File: src/rtl/dbg_pkg.sv
// Shared constants for the register-file debug read path: state encoding and
// default index/data widths.
package dbg_pkg;

  localparam int unsigned AW_DEF = 5;
  localparam int unsigned DW_DEF = 32;
  localparam int unsigned ST_W   = 2;

  localparam logic [ST_W-1:0] ST_IDLE = 2'd0;
  localparam logic [ST_W-1:0] ST_READ = 2'd1;
  localparam logic [ST_W-1:0] ST_SEND = 2'd2;
  localparam logic [ST_W-1:0] ST_FIN  = 2'd3;

endpackage

File: src/rtl/reg_shadow.sv
// Shadow copy of the register file used by diff-mode dumps: one write port,
// one combinational compare against the incoming read data.
module reg_shadow
  import dbg_pkg::*;
#(
  parameter int unsigned AW = AW_DEF,
  parameter int unsigned DW = DW_DEF
) (
  input  logic          clk,
  input  logic          rstn,
  input  logic          we,
  input  logic [AW-1:0] idx,
  input  logic [DW-1:0] wdata,
  output logic          match
);

  localparam int unsigned DEPTH = 1 << AW;

  logic [DW-1:0] mem_q [DEPTH];

  // Cleared on reset so the first diff dump reports every nonzero register.
  always_ff @(posedge clk or negedge rstn) begin
    if (!rstn) begin
      for (int unsigned i = 0; i < DEPTH; i++) begin
        mem_q[i] <= '0;
      end
    end else if (we) begin
      mem_q[idx] <= wdata;
    end
  end

  assign match = (mem_q[idx] == wdata);

endmodule

File: src/rtl/reg_dump_reader.sv
// Walks the register file debug port over FIRST_IDX..LAST_IDX and streams
// (index, value) records over valid/ready, optionally only changed ones.
module reg_dump_reader
  import dbg_pkg::*;
#(
  parameter int unsigned AW        = AW_DEF,
  parameter int unsigned DW        = DW_DEF,
  parameter int unsigned FIRST_IDX = 0,
  parameter int unsigned LAST_IDX  = 31
) (
  input  logic          clk,
  input  logic          rstn,
  input  logic          start,
  input  logic          diff_only,
  input  logic          abort,
  output logic [AW-1:0] debug_ra,
  input  logic [DW-1:0] debug_rd,
  output logic          out_valid,
  input  logic          out_ready,
  output logic [AW-1:0] out_addr,
  output logic [DW-1:0] out_data,
  output logic          busy,
  output logic          done
);

  localparam logic [AW-1:0] FIRST_A = AW'(FIRST_IDX);
  localparam logic [AW-1:0] LAST_A  = AW'(LAST_IDX);

  logic [ST_W-1:0] state_q, state_d;
  logic [AW-1:0]   idx_q, idx_d;
  logic [AW-1:0]   ra_q, ra_d;
  logic            valid_q, valid_d;
  logic [AW-1:0]   addr_q, addr_d;
  logic [DW-1:0]   data_q, data_d;
  logic            busy_q, busy_d;
  logic            done_q, done_d;
  logic            diff_q, diff_d;

  logic            shadow_we;
  logic            shadow_match;
  logic            advance;

  reg_shadow #(
    .AW (AW),
    .DW (DW)
  ) u_shadow (
    .clk   (clk),
    .rstn  (rstn),
    .we    (shadow_we),
    .idx   (idx_q),
    .wdata (debug_rd),
    .match (shadow_match)
  );

  always_ff @(posedge clk or negedge rstn) begin
    if (!rstn) begin
      state_q <= ST_IDLE;
      idx_q   <= '0;
      ra_q    <= '0;
      valid_q <= 1'b0;
      addr_q  <= '0;
      data_q  <= '0;
      busy_q  <= 1'b0;
      done_q  <= 1'b0;
      diff_q  <= 1'b0;
    end else begin
      state_q <= state_d;
      idx_q   <= idx_d;
      ra_q    <= ra_d;
      valid_q <= valid_d;
      addr_q  <= addr_d;
      data_q  <= data_d;
      busy_q  <= busy_d;
      done_q  <= done_d;
      diff_q  <= diff_d;
    end
  end

  // Next-state logic; abort takes priority over any pending handshake or write.
  always_comb begin
    state_d   = state_q;
    idx_d     = idx_q;
    ra_d      = ra_q;
    valid_d   = valid_q;
    addr_d    = addr_q;
    data_d    = data_q;
    busy_d    = busy_q;
    done_d    = 1'b0;
    diff_d    = diff_q;
    shadow_we = 1'b0;
    advance   = 1'b0;

    case (state_q)
      ST_IDLE: begin
        if (start) begin
          diff_d  = diff_only;
          idx_d   = FIRST_A;
          ra_d    = FIRST_A;
          busy_d  = 1'b1;
          state_d = ST_READ;
        end
      end
      ST_READ: begin
        if (abort) begin
          valid_d = 1'b0;
          busy_d  = 1'b0;
          state_d = ST_IDLE;
        end else begin
          shadow_we = 1'b1;
          data_d    = debug_rd;
          addr_d    = idx_q;
          if (diff_q && shadow_match) begin
            advance = 1'b1;
          end else begin
            valid_d = 1'b1;
            state_d = ST_SEND;
          end
        end
      end
      ST_SEND: begin
        if (abort) begin
          valid_d = 1'b0;
          busy_d  = 1'b0;
          state_d = ST_IDLE;
        end else if (out_ready) begin
          valid_d = 1'b0;
          advance = 1'b1;
        end
      end
      ST_FIN: begin
        done_d  = ~abort;
        busy_d  = 1'b0;
        state_d = ST_IDLE;
      end
      default: begin
        valid_d = 1'b0;
        busy_d  = 1'b0;
        state_d = ST_IDLE;
      end
    endcase

    // Terminates on the index compare so LAST_IDX = 2^AW-1 never wraps.
    if (advance) begin
      if (idx_q == LAST_A) begin
        state_d = ST_FIN;
      end else begin
        idx_d   = idx_q + AW'(1);
        ra_d    = idx_q + AW'(1);
        state_d = ST_READ;
      end
    end
  end

  assign debug_ra  = ra_q;
  assign out_valid = valid_q;
  assign out_addr  = addr_q;
  assign out_data  = data_q;
  assign busy      = busy_q;
  assign done      = done_q;

endmodule

File: config.mk
export PLATFORM = sky130hd
export DESIGN_NAME = reg_dump_reader
export DESIGN_NICKNAME = d
export VERILOG_FILES = /design/src/rtl/dbg_pkg.sv /design/src/rtl/reg_shadow.sv /design/src/rtl/reg_dump_reader.sv
export SDC_FILE = /design/constraint.sdc
export NUM_CORES = 1
export LEC_CHECK = 0
export CELL_PAD_IN_SITES_DETAIL_PLACEMENT = 0
export CELL_PAD_IN_SITES_GLOBAL_PLACEMENT = 1
export CORE_MARGIN = 8
export CORE_UTILIZATION = 52
export DETAILED_ROUTE_END_ITERATION = 10
export PLACE_DENSITY = 0.79
export REMOVE_ABC_BUFFERS = 1
export SYNTH_ARGS = -nofsm -noshare
export SYNTH_HDL_FRONTEND = slang
export SYNTH_HIERARCHICAL = 1
export SYNTH_SLANG_ARGS = --single-unit
File: constraint.sdc
create_clock -name clk -period 10.05 [get_ports clk]
set_input_delay 2.5125 -clock clk [delete_from_list [all_inputs] [get_ports clk]]
set_output_delay 2.5125 -clock clk [all_outputs]
set_load 0.05 [all_outputs]
Figure 1. Power grid.
Pins as bars on the die edge.
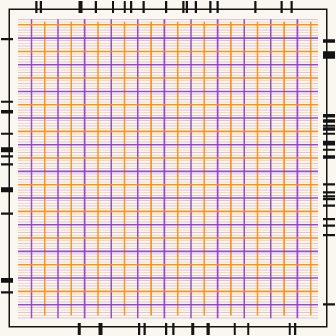
- orange: VDD
- purple: VSS
- met1 rails: 113
- met5 straps: 22
Core ar.: 93,190 um^2
vertical die dimension: 322.4 um
die boundary width: 322.4 um

Figure 2. Placed cells, one color a class.
Bar = 100 um.
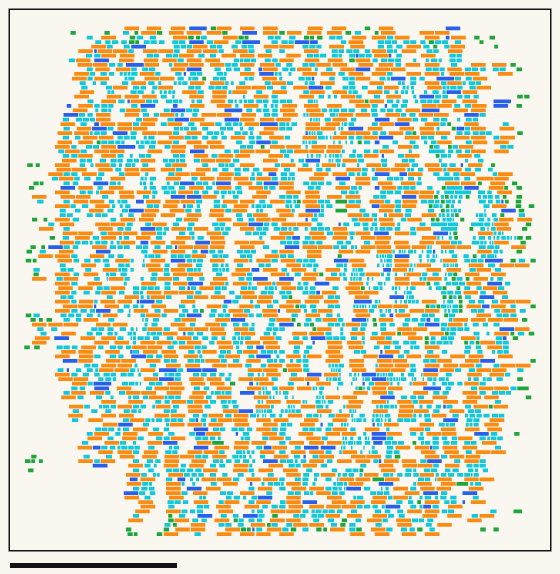
- cyan: combinational and other logic (cells 2,212; share of their area 39%)
- blue: clock drivers and dummy loads (cells 196; share of their area 7.1%)
- green: remaining buffers and delay cells (cells 186; share of their area 3.2%)
- orange: sequential cells (cells 1,077; share of their area 51%)
utilization of the core after routing: 0.5849
cell area after layout: 54,510 um^2
sequential portion of the cell area: 0.4945

==> run notes <==
The count of warnings emitted by yosys is 6. Placer congestion estimate: 0.8055. The run gives 2 as the initial antenna violation count. According to the floorplan report, the total die area is 104,000 um^2. The slowest stage of the critical path belongs to the cell sky130_fd_sc_hd__nor4_1.

On the worst setup and hold paths after CTS, the clock-pin slew comes to 0.06 ns. With the maximum clock rate at 0.1634 GHz, the part of the total power dissipated in sequential elements is 0.432. The post-synthesis area per instance is 13.50 um^2. The pin closest to its max-slew limit shows a slew of 1.141 ns.

Setup repair after global routing left no endpoint under its margin. The setup fix buffers added after clock tree synthesis is 0. In the final routing, the length of wire on met1 measures 61.02 mm. The run gives 3.931 ns for the final worst slack.

The flow ran to the end, and the final reports show no timing, DRC or antenna violations. The post-synthesis sequential element count came out at 1,077. After synthesis, the most frequently instantiated cells are sky130_fd_sc_hd__dfrtp_1 (1,077), sky130_fd_sc_hd__mux2_2 (957), sky130_fd_sc_hd__mux2i_1 (512), sky130_fd_sc_hd__o22ai_1 (256), sky130_fd_sc_hd__buf_2 (139).

The critical path's most frequent cell was sky130_fd_sc_hd__nor4_1. The type of the most critical hold path is reg -> reg. The number of cell instances after yosys synthesis came out at 3,616. The routed design shows a via density per instance of 6.360.

The worst hold path begins at u_shadow/mem_q[950]$_DFFE_PN0P_. Fraction of synthesized cell area taken by the top area cell type: 0.5519. STA reports a reg2reg setup slack of 3.93 ns.

The power report lists cell-internal power as 7.849 mW. The longest incremental delay of any stage on the critical path is reported as 0.94 ns. The run gives 2 for the worst hold path cell count. The run gives 76.26 mm for the placed wire-length estimate after detailed placement. Cell family contributing the most delay on the critical path: simple AND/OR/NAND/NOR gates. The post-route fraction of the period consumed by the critical path was 0.6089.
Figure 3. Clock distribution.
Bar = 100 um.
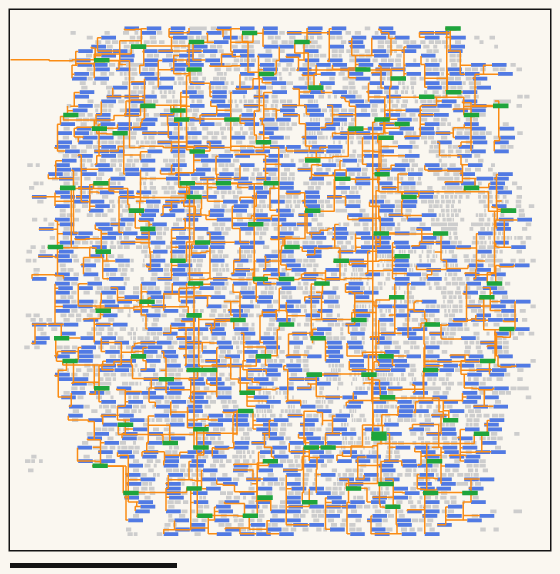
- blue: flip-flops (count 1,077)
- orange: clock wires (length 12,500 um)
- green: clock drivers (count 109)
- routed clock nets: 110
later-pin clock latency in the skew report: 0.69 ns
clock network fraction of design power: 0.390
clock skew after layout: 0.02810 ns
clock-net power: 4.24 mW

Figure 4. Wiring by layer.
Only two layers are drawn.
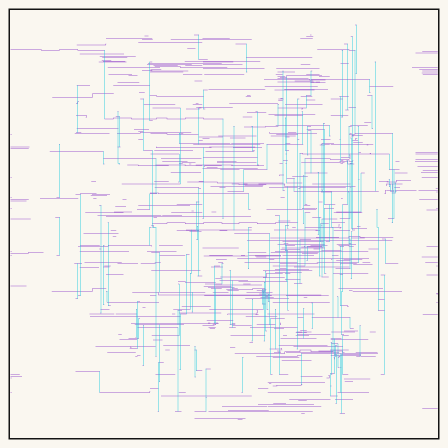
- cyan: metal 4 (wire length 5,700 um)
- purple: metal 3 (wire length 10,300 um)
total routing resource utilization after global routing: 0.2724
Detailed Route WL: 142.8 mm
number of vias after detailed routing: 31.33k
Routed wire per std cell: 29.00 um

[placed cells by master (no fill, tap or decap), drive strengths merged, types with 7 or more instances in the layout]
cell           Yosys  routed
o22ai            258     258
nand2            113     113
nand3             10      10
bufinv             0      14
buf              189     105
clkdlybuf4s50      0      81
clkinv             0      27
a21oi             17      17
nor4              59      59
o21ai             97      97
clkinvlp           0       7
nor2              41      41
and3              19      19
a31oi             16      16
and4              12      12
mux2             967     967
clkbuf           138     146
dfrtp           1077    1077
mux2i            512     512
inv               11      13
[sequential cells by signal (all words and copies together) (netlist names)]
| name | count |
|---|---|
| done | 1 |
| u_shadow/mem_q | 1024 |
| diff_q | 1 |
| out_addr | 5 |
| state_q | 2 |
| debug_ra | 5 |
| idx_q | 5 |
| out_data | 32 |
| out_valid | 1 |
| busy | 1 |
[layout make-up]
type / instances / area, um^2 / area share
Clock buffer: 146 / 3099 / 0.05686
Tap cell: 1254 / 1569 / 0.02878
Antenna cell: 1 / 2.502 / 0.00004591
Clock inverter: 50 / 659.4 / 0.01210
Sequential cell: 1077 / 26950 / 0.4945
Multi-Input combinational cell: 2201 / 20500 / 0.3761
Timing Repair Buffer: 186 / 1682 / 0.03085
Inverter: 11 / 41.29 / 0.0007575
[logic make-up after synthesis]
family	synth area share
fa+ha+maj	0.001537
buf+inv	0.03385
compound gates	0.05117
flops	0.5519
xor+xnor	0.0003588
mux	0.3280
simple gates	0.03318
[power groups by stage]
stage | clock, mW | combinational [mW] | sequential (mW)
floorplan | 0 | 1.81 | 5.22
global placement | 0 | 1.90 | 4.77
detailed placement | 0 | 1.93 | 4.78
CTS | 4.31 | 1.93 | 4.70
global route | 4.49 | 2.04 | 4.73
finish | 4.24 | 1.93 | 4.70
No activity file was given, so power comes from the tool's default toggle rates.
